### Gate-type map

Bar = 50 um.
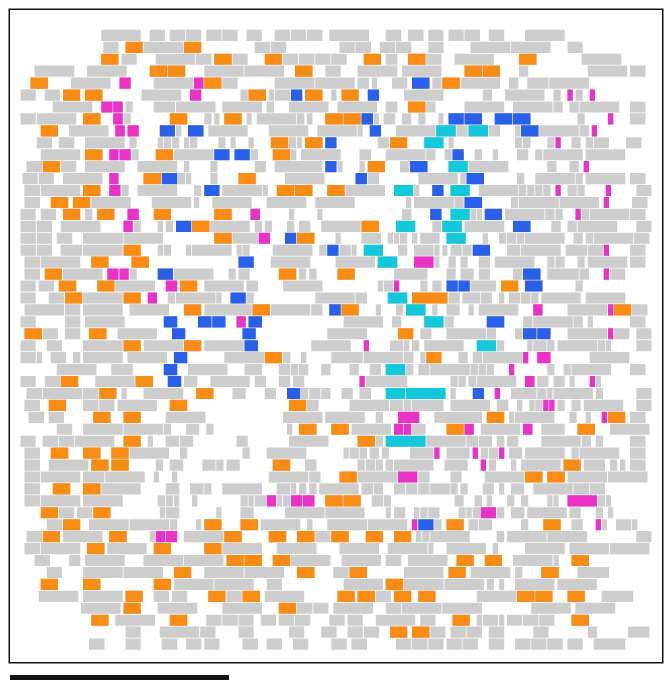
### Signal wires on met1

Bar = 50 um. Supply wires on this layer in gray.
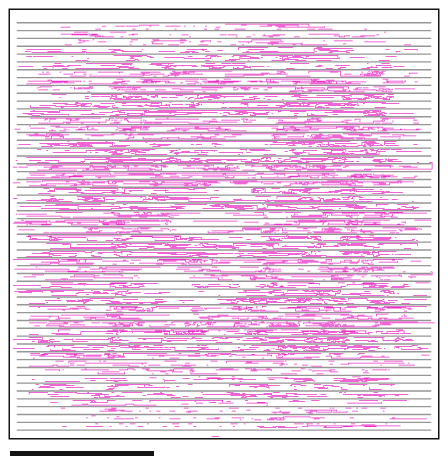
### Routing congestion map

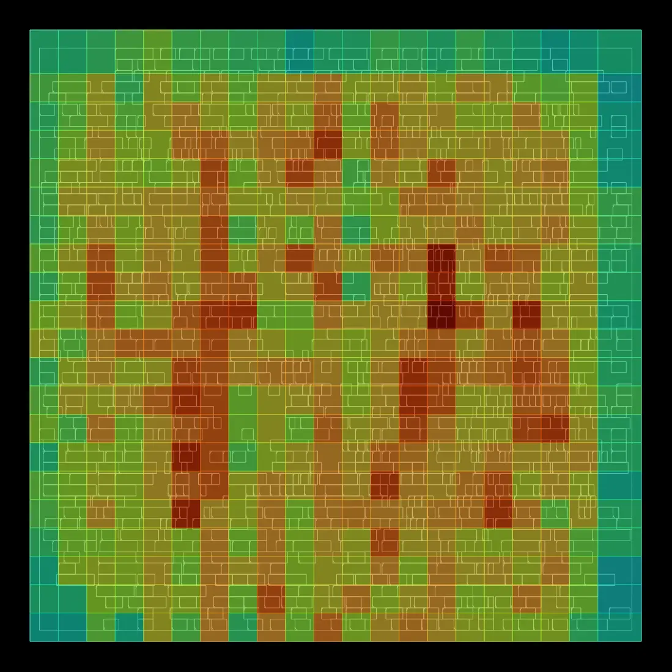
### Metal 3

Bar = 50 um.
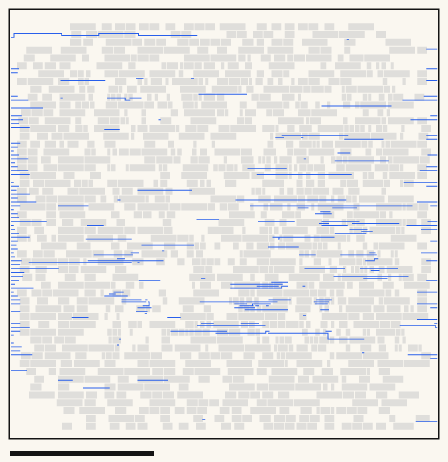
## config.mk

```make
export PLATFORM = sky130hd
export DESIGN_NAME = argmax_layer
export DESIGN_NICKNAME = d
export VERILOG_FILES = /design/src/rtl/argmax_layer.sv
export SDC_FILE = /design/constraint.sdc
export NUM_CORES = 1
export LEC_CHECK = 0
export CAP_MARGIN = 5
export CORE_MARGIN = 2
export CORE_UTILIZATION = 50
export DETAILED_ROUTE_END_ITERATION = 10
export HOLD_SLACK_MARGIN = 0.06
export PLACE_DENSITY_LB_ADDON = 0.12
export SLEW_MARGIN = 10
export SYNTH_ARGS = -nofsm -noshare
export SYNTH_HDL_FRONTEND = slang
export SYNTH_SLANG_ARGS = --single-unit
```

## constraint.sdc

```tcl
create_clock -name clk_i -period 4.2 [get_ports clk_i]
set_input_delay 1.05 -clock clk_i [delete_from_list [all_inputs] [get_ports clk_i]]
set_output_delay 1.05 -clock clk_i [all_outputs]
set_load 0.05 [all_outputs]
```

## src/rtl/argmax_layer.sv

```systemverilog
// Purpose: sequential argmax over one vector of signed logits; reports winning class index and score.
// Latency: yumi_o same cycle as valid_i in IDLE; valid_o rises OUTPUT_SIZE cycles later (one compare/cycle).
// Backpressure: result held stable in DONE until ready_i; new vectors are refused (no yumi_o) until then.
module argmax_layer #(
    parameter int WORD_SIZE   = 16,
    parameter int OUTPUT_SIZE = 10,
    parameter int INDEX_WIDTH = (OUTPUT_SIZE > 1) ? $clog2(OUTPUT_SIZE) : 1
) (
    input  logic                                  clk_i,
    input  logic                                  reset_i,
    input  logic                                  valid_i,
    input  logic [OUTPUT_SIZE-1:0][WORD_SIZE-1:0] data_i,
    output logic                                  yumi_o,
    output logic                                  valid_o,
    input  logic                                  ready_i,
    output logic [INDEX_WIDTH-1:0]                class_o,
    output logic [WORD_SIZE-1:0]                  score_o
);

    typedef enum logic [1:0] {
        S_IDLE = 2'd0,
        S_SCAN = 2'd1,
        S_DONE = 2'd2
    } state_t;

    // Index of the last element; the compare at this index ends the scan.
    localparam logic [INDEX_WIDTH-1:0] LAST_K = INDEX_WIDTH'(OUTPUT_SIZE - 1);

    state_t                                r_state;
    state_t                                w_state_next;
    logic [OUTPUT_SIZE-1:0][WORD_SIZE-1:0] r_buf;
    logic [WORD_SIZE-1:0]                  r_best_val;
    logic [INDEX_WIDTH-1:0]                r_best_idx;
    logic [INDEX_WIDTH-1:0]                r_k;
    logic                                  r_valid;
    logic [INDEX_WIDTH-1:0]                r_class;
    logic [WORD_SIZE-1:0]                  r_score;

    logic [WORD_SIZE-1:0]                  w_cur;
    logic [WORD_SIZE-1:0]                  w_next_val;
    logic [INDEX_WIDTH-1:0]                w_next_idx;
    logic                                  w_capture;

    // State register; reset aborts any scan in progress.
    always_ff @(posedge clk_i or negedge reset_i) begin
        if (!reset_i) begin
            r_state <= S_IDLE;
        end else begin
            r_state <= w_state_next;
        end
    end

    // Next-state logic and the combinational consume strobe.
    always_comb begin
        w_state_next = r_state;
        yumi_o       = 1'b0;
        case (r_state)
            S_IDLE: begin
                yumi_o = valid_i & reset_i;
                if (valid_i) begin
                    w_state_next = (OUTPUT_SIZE > 1) ? S_SCAN : S_DONE;
                end
            end
            S_SCAN: begin
                if (r_k == LAST_K) begin
                    w_state_next = S_DONE;
                end
            end
            S_DONE: begin
                if (r_valid && ready_i) begin
                    w_state_next = S_IDLE;
                end
            end
            default: begin
                w_state_next = S_IDLE;
            end
        endcase
    end

    // Select buf[k] for this cycle's compare.
    always_comb begin
        w_cur = '0;
        for (int i = 0; i < OUTPUT_SIZE; i++) begin
            if (r_k == INDEX_WIDTH'(i)) begin
                w_cur = r_buf[i];
            end
        end
    end

    // Running best after this cycle's compare; strict greater keeps the lower index on ties.
    always_comb begin
        w_next_val = r_best_val;
        w_next_idx = r_best_idx;
        if ($signed(w_cur) > $signed(r_best_val)) begin
            w_next_val = w_cur;
            w_next_idx = r_k;
        end
    end

    assign w_capture = (r_state == S_IDLE) && valid_i;

    // Datapath: capture the vector, walk it one element per cycle, latch the result into output registers.
    always_ff @(posedge clk_i or negedge reset_i) begin
        if (!reset_i) begin
            r_buf      <= '0;
            r_best_val <= '0;
            r_best_idx <= '0;
            r_k        <= '0;
            r_valid    <= 1'b0;
            r_class    <= '0;
            r_score    <= '0;
        end else begin
            case (r_state)
                S_IDLE: begin
                    if (w_capture) begin
                        r_buf      <= data_i;
                        r_best_val <= data_i[0];
                        r_best_idx <= '0;
                        r_k        <= INDEX_WIDTH'(1);
                        if (OUTPUT_SIZE == 1) begin
                            r_valid <= 1'b1;
                            r_class <= '0;
                            r_score <= data_i[0];
                        end
                    end
                end
                S_SCAN: begin
                    r_best_val <= w_next_val;
                    r_best_idx <= w_next_idx;
                    if (r_k == LAST_K) begin
                        r_valid <= 1'b1;
                        r_class <= w_next_idx;
                        r_score <= w_next_val;
                    end else begin
                        r_k <= r_k + INDEX_WIDTH'(1);
                    end
                end
                S_DONE: begin
                    if (ready_i) begin
                        r_valid <= 1'b0;
                    end
                end
                default: begin
                    r_valid <= 1'b0;
                end
            endcase
        end
    end

    assign valid_o = r_valid;
    assign class_o = r_class;
    assign score_o = r_score;

endmodule

```

==> run_results.csv <==
group,metric,value,unit
yosys,ys_seq_share,49.6,%
power_and_ir_drop,p_seq,0.00383,W
routing,via_per_inst,5.82,
floorplan,io-pin-count,186,
global_route,grt_max_degree,186,
power_and_ir_drop,finalPower,0.0128,W
critical_path,cp_num_cells,14,
global_route,grt_pass1_wl,45600,um
sta,fin_crit,3.96,ns
layout,layout-drive-gt1-share,23.1,%
yosys,netlist_area,0.0105,mm^2
power_and_ir_drop,vdd_drop_max,0.530,mV
layout,lay_top_cells,"dfrtp_1, clkdlybuf4s50_1, mux2_2",
critical_path,r2r-end,"score_o[0]$_DFFE_PN0P_",
floorplan,row_count,52,
routing,drc,0,
power_and_ir_drop,swShare,41.5,%
place,place.gp.congestion,0.873,
yosys,top_cells_by_area,"dfrtp_1, mux2_2, a21oi_1, nand2_1, o21ai_0",
yosys,yosysWarnings,0,
yosys,ys_sh_mux,17.1,%
clock_tree,post_cts_buffers,0,
critical_path,crit_slowest_cell,"dfrtp_1",
place,place_area,0.0126,mm^2
layout,largest_register_ffs,160,
power_and_ir_drop,p_per_area,950,mW/mm^2
sta,setup_ws,0.243,ns
yosys,synth_cells,930,
floorplan,chip_area,0.0221,mm^2
outcome,status,"finished clean",
power_and_ir_drop,clock_power_share,16.7,%
yosys,fa_ha_area_share,2.39,%
power_and_ir_drop,leakagePower,5.48,nW
layout,antennaDiodeCount,0,
critical_path,cp-endpoint,"score_o[0]$_DFFE_PN0P_",
floorplan,fp_util,51.3,%
flow_run,drv_cap,0,
About 'Gate-type map':
Key: nor cells = magenta [cells 68, most used nor2_1]; mux cells = orange [cells 158, most used mux2_2, where spread over the die]; non-inverting ao/oa cells = blue [cells 55, most used a21o_1]; fa/ha/maj cells = cyan [cells 20, most used ha_1]
most instantiated logic cell after routing: dfrtp_1
fin cells: 1389
logic share of the area: 36.1%

About 'Signal wires on met1':
1149 nets have wire on it. The longest straight run is 64.4 um. The wires run mostly horizontal. The layer carries 13400 um of wire. The layer holds 46% of the routed length.
final WL: 29100 um
met1 capacity usage during global routing: 39.0%
vias: 8089

About 'Routing congestion map':
GRT Total Usage: 26.5%
drt wl/cell: 21.0 um
gr busiest metal: met2

About 'Metal 3':
The longest straight run is 56.1 um. 161 nets have wire on it. The layer holds 4.9% of the routed length. The wires run mostly horizontal.
met3 Use GR: 3.44%

